$ cat src/rtl/mem_decoder_pkg.sv
// rtl/mem_decoder_pkg.sv - region bounds, physical bases and enable/bank encodings for test_mem_decoder
package mem_decoder_pkg;

  localparam int PADDR_W = 13;

  // Region bounds are inclusive on both ends
  localparam logic [31:0] DATA_BASE   = 32'h1001_0000;
  localparam logic [31:0] DATA_LIMIT  = 32'h1001_0FFF;
  localparam logic [31:0] STACK_BASE  = 32'h7FFF_EFFC;
  localparam logic [31:0] STACK_LIMIT = 32'h7FFF_FFFB;
  localparam logic [31:0] VGA_BASE    = 32'h0000_B800;
  localparam logic [31:0] VGA_LIMIT   = 32'h0000_CABF;
  localparam logic [31:0] IO_BASE     = 32'hFFFF_0000;
  localparam logic [31:0] IO_LIMIT    = 32'hFFFF_000F;

  // Stack shares the RAM with data, placed directly above the 4 KiB data window
  localparam logic [PADDR_W-1:0] ZERO_PHYS  = 13'h0000;
  localparam logic [PADDR_W-1:0] STACK_PHYS = 13'h1000;

  localparam logic [2:0] MENAB_NONE = 3'b000;
  localparam logic [2:0] MENAB_RAM  = 3'b001;
  localparam logic [2:0] MENAB_VGA  = 3'b010;
  localparam logic [2:0] MENAB_IO   = 3'b100;

  localparam logic [1:0] MBANK_RAM = 2'b00;
  localparam logic [1:0] MBANK_VGA = 2'b01;
  localparam logic [1:0] MBANK_IO  = 2'b10;

endpackage

$ cat src/rtl/mem_region_match.sv
// rtl/mem_region_match.sv - inclusive range compare and 13-bit physical offset for one region
module mem_region_match
  import mem_decoder_pkg::*;
(
  input  logic [31:0]        base,
  input  logic [31:0]        limit,
  input  logic [PADDR_W-1:0] phys_base,
  input  logic [31:0]        vAddr,
  output logic               hit,
  output logic [PADDR_W-1:0] offset
);

  assign hit    = (vAddr >= base) && (vAddr <= limit);
  // Offset is only meaningful on a hit; the truncation wraps silently otherwise
  assign offset = PADDR_W'(vAddr - base) + phys_base;

endmodule

$ cat config.mk
export PLATFORM = sky130hd
export DESIGN_NAME = mem_region_match
export DESIGN_NICKNAME = d
export VERILOG_FILES = /design/src/rtl/mem_decoder_pkg.sv /design/src/rtl/mem_region_match.sv
export SDC_FILE = /design/constraint.sdc
export NUM_CORES = 1
export LEC_CHECK = 0
export CAP_MARGIN = 0
export CORE_UTILIZATION = 43
export DETAILED_ROUTE_END_ITERATION = 10
export PLACE_DENSITY = 0.85
export SYNTH_ARGS = -nofsm -noshare
export SYNTH_HDL_FRONTEND = slang
export SYNTH_SLANG_ARGS = --single-unit
$ cat constraint.sdc
create_clock -name vclk -period 3.5
set_input_delay 0.35 -clock vclk [all_inputs]
set_output_delay 0.35 -clock vclk [all_outputs]
set_load 0.01 [all_outputs]
class_map.png
Scale: 4 px per um.
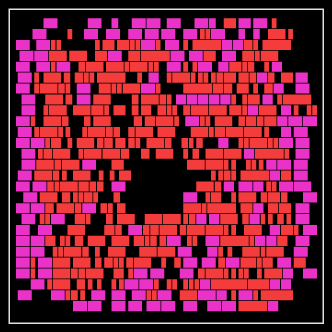
[red] remaining logic cells | cells: 351 | share of their area: 63%
[magenta] remaining buffers and delay cells | cells: 160 | share of their area: 37%

placed.png
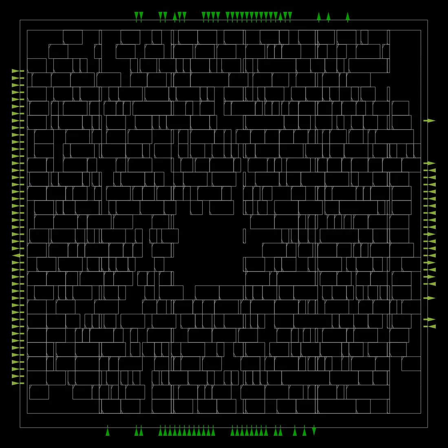
flip-flops: 0
Cell Rows: 27
FILL cells: 412
Core Region: 5540 um^2

==> results.json <==
{
  "buffer_area_share_pct": 36.2,
  "power.group.top": "combinational logic",
  "tightest_slew_ps": 460,
  "path_max_fanout": 2,
  "syn_to_final_growth_pct": 65.2,
  "cp-startpoint": "base[1]",
  "drc": 0,
  "seq_share_pct": 0,
  "adder_share_pct": 47.8,
  "dominant_cells": "combinational gates",
  "grt_usage_pct": 23.7,
  "setup_tns_ps": 0,
  "critical_path_required_ps": 3150,
  "worstHoldStart": "phys_base[12]",
  "logic_family": "adder cells",
  "min_path_cells": 5,
  "initCoreUtil_pct": 45.0,
  "critPathKind": "in2out",
  "status": "complete, no violations",
  "switching_share_pct": 44.4,
  "comb.multi_input.count": 240,
  "pg_clk_mw": 0,
  "p_leak_nw": 2.23
}
